===== src/rtl/param_counter_pkg.sv =====
// param_counter_pkg: shared types and helpers for the modulo-N up/down counter.
// Build option: define PARAM_COUNTER_SATURATE_EN to make the counter hold at the
// range boundary instead of wrapping (default: modulo wrap).
package param_counter_pkg;

  localparam logic [1:0] CNT_IDLE_ENC = 2'd0;
  localparam logic [1:0] CNT_RUN_ENC  = 2'd1;
  localparam logic [1:0] CNT_DONE_ENC = 2'd2;

  typedef enum logic [1:0] {
    CNT_IDLE = CNT_IDLE_ENC,
    CNT_RUN  = CNT_RUN_ENC,
    CNT_DONE = CNT_DONE_ENC
  } cnt_state_t;

`ifdef PARAM_COUNTER_SATURATE_EN
  localparam logic SATURATE = 1'b1;
`else
  localparam logic SATURATE = 1'b0;
`endif

  // True when a step in the given direction would leave the range 0..modulus-1.
  function automatic logic at_boundary(input logic [31:0] cur, input logic up,
                                       input logic [31:0] modulus);
    return up ? (cur == modulus - 32'd1) : (cur == 32'd0);
  endfunction

  // Count value after one step: wraps or holds at the boundary.
  function automatic logic [31:0] next_count(input logic [31:0] cur, input logic up,
                                             input logic [31:0] modulus, input logic sat);
    if (at_boundary(cur, up, modulus)) begin
      if (sat) return cur;
      return up ? 32'd0 : modulus - 32'd1;
    end
    return up ? cur + 32'd1 : cur - 32'd1;
  endfunction

endpackage


===== src/rtl/param_counter_prescaler.sv =====
// tick_prescaler: emits a one-cycle tick on every PRESCALE-th enabled cycle.
// clear_i restarts the phase and suppresses the tick for that cycle.
module tick_prescaler #(
  parameter int PRESCALE = 1
) (
  input  logic clk,
  input  logic reset,
  input  logic en_i,
  input  logic clear_i,
  output logic tick_o
);

  localparam int PW = (PRESCALE > 1) ? $clog2(PRESCALE) : 1;
  localparam logic [PW-1:0] LAST = PW'(PRESCALE - 1);

  logic [PW-1:0] cnt_q;

  assign tick_o = en_i & ~clear_i & (cnt_q == LAST);

  // Phase counter over enabled cycles; returns to 0 after the last phase.
  // NOTE: sequential state uses <= only, so every register samples pre-edge values.
  always_ff @(posedge clk) begin
    if (reset || clear_i) begin
      cnt_q <= '0;
    end else if (en_i) begin
      cnt_q <= (cnt_q == LAST) ? '0 : cnt_q + 1'b1;
    end
  end

endmodule


===== src/rtl/param_counter.sv =====
// param_counter: parametrised modulo-N up/down counter with parallel load,
// prescaled enable, one-shot mode, terminal-count pulse and sticky overflow.
// Build option: PARAM_COUNTER_SATURATE_EN selects hold-at-boundary instead of wrap.
module param_counter #(
  parameter int WIDTH    = 4,
  parameter int MODULUS  = 16,
  parameter int PRESCALE = 1
) (
  input  logic             clk,
  input  logic             reset,
  input  logic             en,
  input  logic             up_dn,
  input  logic             start,
  input  logic             stop,
  input  logic             oneshot,
  input  logic             load,
  input  logic [WIDTH-1:0] load_val,
  input  logic             clr_ovf,
  output logic [WIDTH-1:0] count,
  output logic             tc,
  output logic             ovf,
  output logic             busy
);
  import param_counter_pkg::*;

  localparam logic [WIDTH-1:0] MOD_MAX = WIDTH'(MODULUS - 1);

  cnt_state_t       state_q, state_d;
  logic [WIDTH-1:0] count_q, count_d;
  logic             tc_q, tc_d;
  logic             ovf_q, ovf_d;
  logic             tick;
  logic             hit;
  logic             load_too_big;

  // Stop also restarts the prescaler so a later start begins on a fresh phase.
  tick_prescaler #(.PRESCALE(PRESCALE)) u_prescaler (
    .clk     (clk),
    .reset   (reset),
    .en_i    (en & (state_q == CNT_RUN)),
    .clear_i (load | stop),
    .tick_o  (tick)
  );

  assign load_too_big = 32'(load_val) >= 32'(MODULUS);

  // Next-state: load beats step, a boundary step raises tc/ovf, FSM follows.
  // NOTE: every variable gets a default first so no path infers a latch.
  always_comb begin
    count_d = count_q;
    state_d = state_q;
    hit     = 1'b0;
    if (load) begin
      count_d = load_too_big ? MOD_MAX : load_val;
    end else if (tick) begin
      hit     = at_boundary(32'(count_q), up_dn, 32'(MODULUS));
      count_d = WIDTH'(next_count(32'(count_q), up_dn, 32'(MODULUS), SATURATE));
    end
    tc_d  = hit;
    ovf_d = hit | (ovf_q & ~clr_ovf);
    case (state_q)
      CNT_IDLE: if (start && !stop) state_d = CNT_RUN;
      CNT_RUN: begin
        if (stop)                state_d = CNT_IDLE;
        else if (hit && oneshot) state_d = CNT_DONE;
      end
      CNT_DONE: if (start && !stop) state_d = CNT_RUN;
      default:  state_d = CNT_IDLE;
    endcase
  end

  // State and output registers with synchronous reset.
  always_ff @(posedge clk) begin
    if (reset) begin
      state_q <= CNT_IDLE;
      count_q <= '0;
      tc_q    <= 1'b0;
      ovf_q   <= 1'b0;
    end else begin
      state_q <= state_d;
      count_q <= count_d;
      tc_q    <= tc_d;
      ovf_q   <= ovf_d;
    end
  end

  assign count = count_q;
  assign tc    = tc_q;
  assign ovf   = ovf_q;
  assign busy  = (state_q == CNT_RUN);

endmodule


===== config.mk =====
export PLATFORM = sky130hd
export DESIGN_NAME = param_counter
export DESIGN_NICKNAME = d
export VERILOG_FILES = /design/src/rtl/param_counter_pkg.sv /design/src/rtl/param_counter_prescaler.sv /design/src/rtl/param_counter.sv
export SDC_FILE = /design/constraint.sdc
export NUM_CORES = 1
export LEC_CHECK = 0
export ABC_AREA = 0
export CAP_MARGIN = 0
export CORE_AREA = 5 5 42 44
export DETAILED_ROUTE_END_ITERATION = 8
export DIE_AREA = 0 0 47 49
export GPL_TIMING_DRIVEN = 1
export PLACE_DENSITY = 0.73
export SLEW_MARGIN = 25
export SYNTH_ARGS = -nofsm -noshare
export SYNTH_HDL_FRONTEND = slang
export SYNTH_HIERARCHICAL = 1
export SYNTH_SLANG_ARGS = --single-unit

===== constraint.sdc =====
create_clock -name clk -period 1.95 [get_ports clk]
set_input_delay 0.195 -clock clk [delete_from_list [all_inputs] [get_ports clk]]
set_output_delay 0.195 -clock clk [all_outputs]
set_load 0.05 [all_outputs]

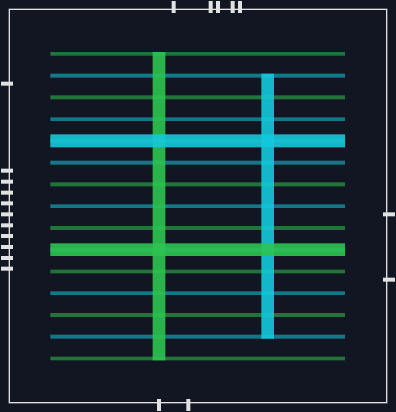
Figure 1: run 1, PDN straps and rails.
Drawn at 8 px/um. Pins as bars on the die edge.
legend:
  VSS:
    color: green
  VDD:
    color: cyan
rows: 14
met1 rails: 15
met5 straps: 2
signal pins: 20
met4 straps: 2

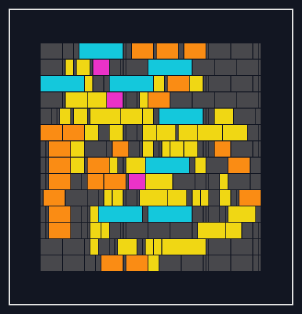
Figure 2: run 1, cell classes on the final placement.
Drawn at 6 px/um. Fill, decap, tap and diode cells in gray.
legend:
  cells driving clock nets:
    color: magenta
    cells: 3
  other buffers and delay cells:
    color: orange
    cells: 22
  flip-flops:
    color: cyan
    cells: 8
  all other logic:
    color: yellow
    cells: 51
Core Area: 0.001401 mm^2
Seq/total area: 20.78%

==> flow_summary.yaml, run 1 <==
# implementation run metrics
status:
  status: "complete, no violations"
yosys:
  ys_top_cells_by_count: "nor2_1, dfxtp_1, a21oi_1"
  synth_top_cell_by_count: "nor2_1"
  synth_flops: 8
  edf_count: 0
  yosys-top-cells-area: "dfxtp_1, nor2_1, xnor2_1"
  synthCells: 61
  yosys_warnings: 6
power:
  power_leakage_nw: 0.3297
  maxPowerGroup: "registers"
  power.share.clock_pct: 26.8
  p_per_area_mw_per_mm2: 585.7
  pwr-share-seq_pct: 41.1
final_timing:
  skew_ns: 0.0007810
  fmax_mhz: 544.5
  period_minus_slack_ns: 1.837
  fin_setup_tns_ns: 0
flow_run:
  warning_count: 26
place:
  dp.cells: 97
worst_setup_path:
  critPathSlowestCell: "clkdlybuf4s50_1"
  worstSetupStartpoint: "count[0]"
  criticalPathCategory: "reg -> out"
  worst-path-buf-inv: 1
  required_ns: 1.75
  crit_path_cell_trace: "clkdlybuf4s50_1"
  slowest_delay_ns: 0.88
  arrival_ns: 1.64
cts:
  clk_pin_slew_ns: 0.05
  cts_buffer_depth: 2
  cts_buffers: 3
  cts_htree_levels: 1
  clk_latency_ns: 0.24
  cts_root_buf: "clkbuf_4"
worst_hold_path:
  hold_start: "ovf"
layout:
  finalInstanceArea_um2: 770.7
  regArea_um2: 160.2
  buffers_excl_clock: 22
  largest_reg_flops: 4
route:
  m1WireLength_um: 517
  dr.pass1.iters: 2
  drc: 0
  viasPerCell: 5.060
  highest_layer: "met4"
floorplan:
  die_w_um: 47
  fp_util_pct: 37.32
  die_h_um: 49
  ios: 20
grt:
  top_usage_layer: "met2"
  grt_use_met2_pct: 17.19
  grt_pass1_vias: 499
  met3_usage_pct: 3.321
  grt_overflow: 0
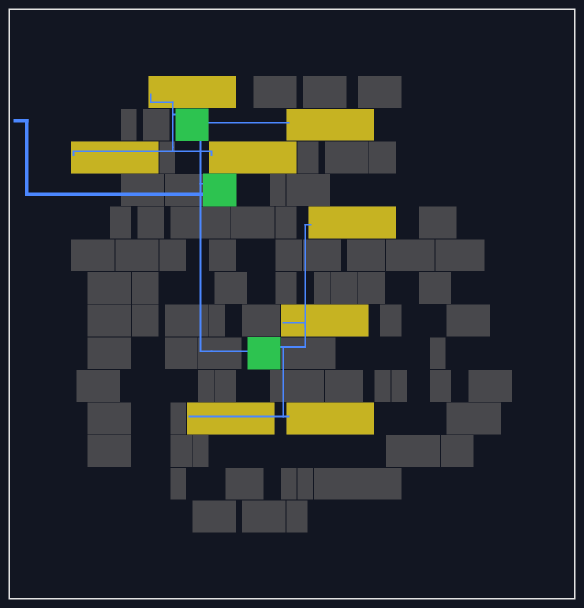
Figure 3: run 1, routed clock nets over the placement.
Drawn at 12 px/um.
legend:
  flip-flops:
    color: yellow
    count: 8
  cells driving clock nets:
    color: green
    count: 3
  clock wires:
    color: blue
    length: 106 um
routed clock nets: 4

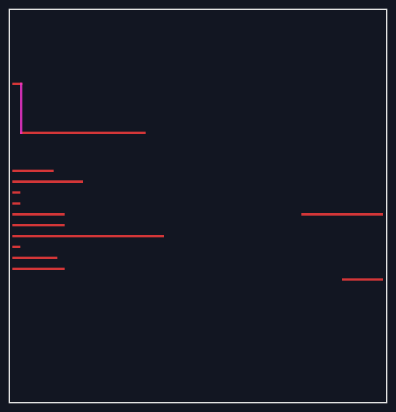
Figure 4: run 1, metal layers overlaid.
Drawn at 8 px/um. Only two layers are drawn.
legend:
  met3:
    color: red
    wire_length: 89.0 um
  met4:
    color: magenta
    wire_length: 6.10 um
wire length per cell: 11.59 um
total track usage: 11.30%

-- run 1: cell usage in the layout, fill, tap and decap left out, drive strengths merged, types with 3 or more instances in the layout --
cell and n:
dfxtp 8, clkdlybuf4s50 19, buf 3, inv 3
nor2b 3, nand2b 3, clkbuf 3, nor2 10
a21oi 5, xnor2 3
-- run 1: cells by family after synthesis --
kind of cell | after synthesis | synth area share (%)
AND/OR/NAND/NOR | 27 | 29.67
AND-OR/OR-AND | 14 | 20.81
flip-flops | 8 | 30.62
buffers and inverters | 5 | 3.587
XOR/XNOR | 4 | 6.700
adder cells (fa/ha/maj) | 3 | 8.612
-- run 1: worst paths after layout --
path,slack (ns),to
worst max-delay path,0.11,count[0]
worst min-delay path,0.47,ovf
worst max register to register,0.42,count[2]
worst min register to register,0.47,ovf
==> run 2, diff against run 1 <==
Settings changed: CTS_CLUSTER_DIAMETER from default to 150, SETUP_SLACK_MARGIN from default to 0.15.
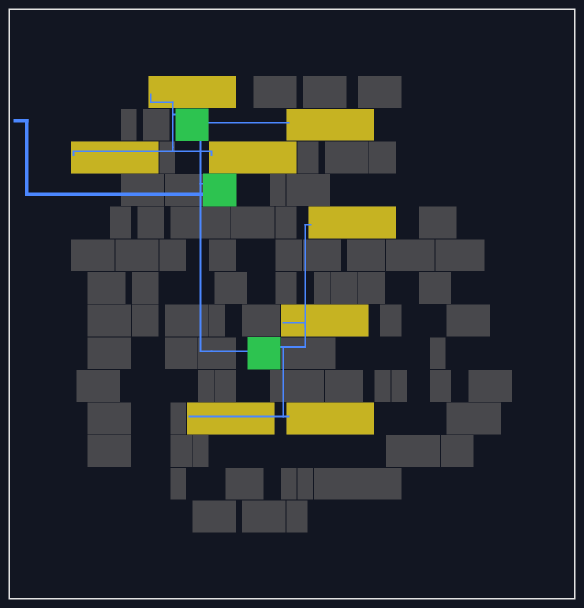
Figure 5: run 2, routed clock nets over the placement.
Drawn at 12 px/um.
legend:
  flip-flops:
    color: yellow
    count: 8
  cells driving clock nets:
    color: green
    count: 3
  clock wires:
    color: blue
    length: 106 um
routed clock nets: 4
Clk pwr share: 26.9%
clk pwr: 0.121 mW
Worst-Skew Late Latency: 0.24 ns

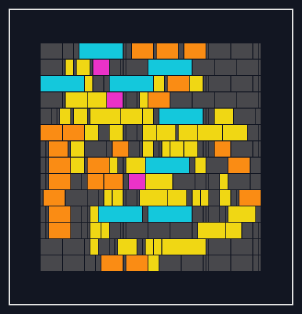
Figure 6: run 2, cell classes on the final placement.
Drawn at 6 px/um. Fill, decap, tap and diode cells in gray.
legend:
  other buffers and delay cells:
    color: orange
    cells: 22
  all other logic:
    color: yellow
    cells: 51
  flip-flops:
    color: cyan
    cells: 8
  cells driving clock nets:
    color: magenta
    cells: 3
final instance area: 768.2 um^2
Placement Rows: 14
Post-Route Utilization: 54.82%
Seq/total area: 20.85%

==> flow_summary.yaml, run 2 <==
# implementation run metrics
cts:
  clk_pin_slew_ns: 0.05
  cts_buffers: 3
  cts_htree_levels: 1
  cts_buffer_depth: 2
  cts_root_buf: "clkbuf_4"
worst_setup_path:
  rrSetupSlack_ns: 0.42
  arrival_ns: 1.51
  critPathSlowestCell: "clkdlybuf4s50_1"
  required_ns: 1.75
  crit_path_cell_trace: "clkdlybuf4s50_1"
  worst-path-buf-inv: 1
  slowest_delay_ns: 0.84
  criticalPathCategory: "reg -> out"
  reg2reg_to: "count[2]"
layout:
  layout_top_cells: "clkdlybuf4s50_1, nor2_1, dfxtp_1"
  largest_reg_flops: 4
  top_area_cell_class: "multi-input combinational cells"
  layout.cells.most_common: "clkdlybuf4s50_1"
  inv_count: 3
  regArea_um2: 160.2
  buffers_excl_clock: 22
power:
  maxPowerGroup: "registers"
  p_sw_share_pct: 30.69
  power_leakage_nw: 0.3373
  p_per_area_mw_per_mm2: 585.3
  pwr-share-seq_pct: 41.2
floorplan:
  ios: 20
  fp_util_pct: 37.32
  die_w_um: 47
  die_h_um: 49
  core_area_mm2: 0.001401
final_timing:
  whs_ns: 0.4698
  skew_ns: 0.0007808
  fmax_mhz: 585.0
  fin_setup_tns_ns: 0
  relSlewSlack_pct: 66.69
  period_minus_slack_ns: 1.709
route:
  wl_per_cell_um: 11.57
  ant_nets: 0
  viasPerCell: 5.060
  m1WireLength_um: 516
  drc: 0
  dr.pass1.iters: 2
  highest_layer: "met4"
worst_hold_path:
  hold_start: "ovf"
  hold_end: "ovf"
yosys:
  edf_count: 0
  synth.avg_cell_area_um2: 8.574
  synthCells: 61
  yosys_warnings: 6
  ys_top_cells_by_count: "nor2_1, dfxtp_1, a21oi_1"
  synth_flops: 8
  synth_top_area_share_pct: 30.62
  yosys-top-cells-area: "dfxtp_1, nor2_1, xnor2_1"
  synth_top_cell_by_count: "nor2_1"
  synth_cell_types: 30
grt:
  met3_usage_pct: 3.321
  grt_use_total_pct: 11.30
  top_usage_layer: "met2"
  grt_use_met2_pct: 17.19
  grt_pass1_vias: 499
  grt_overflow: 0
place:
  gp_congestion: 0.6998
  dp.cells: 97
  placed_area_um2: 748.2
status:
  status: "complete, no violations"
flow_run:
  warning_count: 26
-- run 2: cell types whose count changed in the layout (fill, tap and decap cells not counted), sizes merged --
cell,before,now
clkdlybuf4s50,19,17
dlygate4sd2,0,2
-- run 2: worst max-delay path by stage --
| stage | endpoint | startpoint |
|---|---|---|
| after floorplan | count[1] | state_q[1] |
| after global placement | count[3] | up_dn |
| after detailed placement | count[2] | stop |
| after CTS | count[1] | count[1] |
| after global routing | count[2] | count[2] |
| final | count[1] | count[1] |
-- run 2: cells by family after synthesis --
family | after synthesis | synth area share, %
simple gates | 27 | 29.67
compound gates | 14 | 20.81
flops | 8 | 30.62
buf+inv | 5 | 3.587
xor+xnor | 4 | 6.700
fa+ha+maj | 3 | 8.612
==> run 3, diff against run 2 <==
Settings changed: CTS_CLUSTER_SIZE from default to 8.
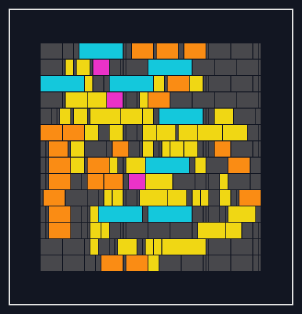
Figure 7: run 3, cell classes on the final placement.
Drawn at 6 px/um. Fill, decap, tap and diode cells in gray.
legend:
  all other logic:
    color: yellow
    cells: 51
  other buffers and delay cells:
    color: orange
    cells: 22
  flip-flops:
    color: cyan
    cells: 8
  cells driving clock nets:
    color: magenta
    cells: 3

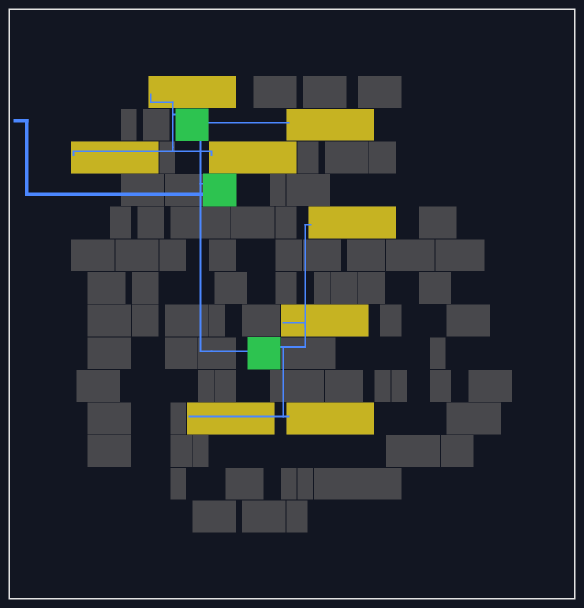
Figure 8: run 3, routed clock nets over the placement.
Drawn at 12 px/um.
Layout Skew: 0.0007808 ns

==> flow_summary.yaml, run 3 <==
# implementation run metrics
power:
  p_per_area_mw_per_mm2: 585.3
  pwr-share-seq_pct: 41.2
  ir_drop_mv: 0.3255
  p_sw_share_pct: 30.69
  maxPowerGroup: "registers"
  power.share.clock_pct: 26.9
  power_leakage_nw: 0.3373
  pg_clk_mw: 0.121
cts:
  cts_root_buf: "clkbuf_4"
  cts_htree_levels: 1
  clk_pin_slew_ns: 0.05
  post_cts_resized: 2
  cts_buffer_depth: 2
  post_cts_buffers: 0
  cts_buffers: 3
route:
  highest_layer: "met4"
  viasPerCell: 5.060
  drc: 0
  ant_nets: 0
  m1WireLength_um: 516
  dr.pass1.iters: 2
  wl_per_cell_um: 11.57
status:
  status: "complete, no violations"
worst_setup_path:
  arrival_ns: 1.51
  criticalPathCategory: "reg -> out"
  critPathSlowestCell: "clkdlybuf4s50_1"
  worstSetupStartpoint: "count[1]"
  rrSetupSlack_ns: 0.42
  required_ns: 1.75
  worst-path-buf-inv: 1
  slowest_delay_ns: 0.84
  critPathMaxFanout: 6
  endpoint: "count[1]"
  reg2reg_to: "count[2]"
  crit_path_cell_trace: "clkdlybuf4s50_1"
final_timing:
  fmax_mhz: 585.0
  fin_setup_tns_ns: 0
  period_minus_slack_ns: 1.709
  relSlewSlack_pct: 66.69
  whs_ns: 0.4698
flow_run:
  warning_count: 26
place:
  dp_hpwl_um: 963
  gp_congestion: 0.6998
  dp.cells: 97
  placed_area_um2: 748.2
grt:
  grt_use_met2_pct: 17.19
  met3_usage_pct: 3.321
  grt_overflow: 0
  top_usage_layer: "met2"
  grt_use_total_pct: 11.30
  grt_pass1_vias: 499
yosys:
  yosys_warnings: 6
  yosys-top-cells-area: "dfxtp_1, nor2_1, xnor2_1"
  synth_top_cell_by_count: "nor2_1"
  synth.avg_cell_area_um2: 8.574
  edf_count: 0
  synthCells: 61
  ys_top_cells_by_count: "nor2_1, dfxtp_1, a21oi_1"
  synth_flops: 8
  synth_cell_types: 30
  synth_top_area_share_pct: 30.62
layout:
  layout.cells.most_common: "clkdlybuf4s50_1"
  largest_reg_flops: 4
  fin_util_pct: 54.82
  layout_top_cells: "clkdlybuf4s50_1, nor2_1, dfxtp_1"
  finalInstanceArea_um2: 768.2
floorplan:
  die_h_um: 49
  die_w_um: 47
  rows: 14
  fp_util_pct: 37.32
  ios: 20
worst_hold_path:
  hold_start: "ovf"
  hold_end: "ovf"
## run 3: cell counts after synthesis
Identical to the previous run, type by type.
## run 3: logic make-up (layout without fill, tap and decap cells)
kind of cell	after synthesis	in the layout	share of synthesized area, %
simple gates	27	27	29.67
compound gates	14	14	20.81
flops	8	8	30.62
buf+inv	5	28	3.587
xor+xnor	4	4	6.700
fa+ha+maj	3	3	8.612
## run 3: final cells by class
| type | count | area, um^2 |
|---|---|---|
| Clock buffer | 3 | 22.52 |
| Multi-Input combinational cell | 48 | 344.1 |
| Inverter | 3 | 11.26 |
| Fill cell | 145 | 633.1 |
| Timing Repair Buffer | 22 | 210.2 |
| Sequential cell | 8 | 160.2 |
| Tap cell | 16 | 20.02 |
Power is estimated from default activity; no workload was simulated.
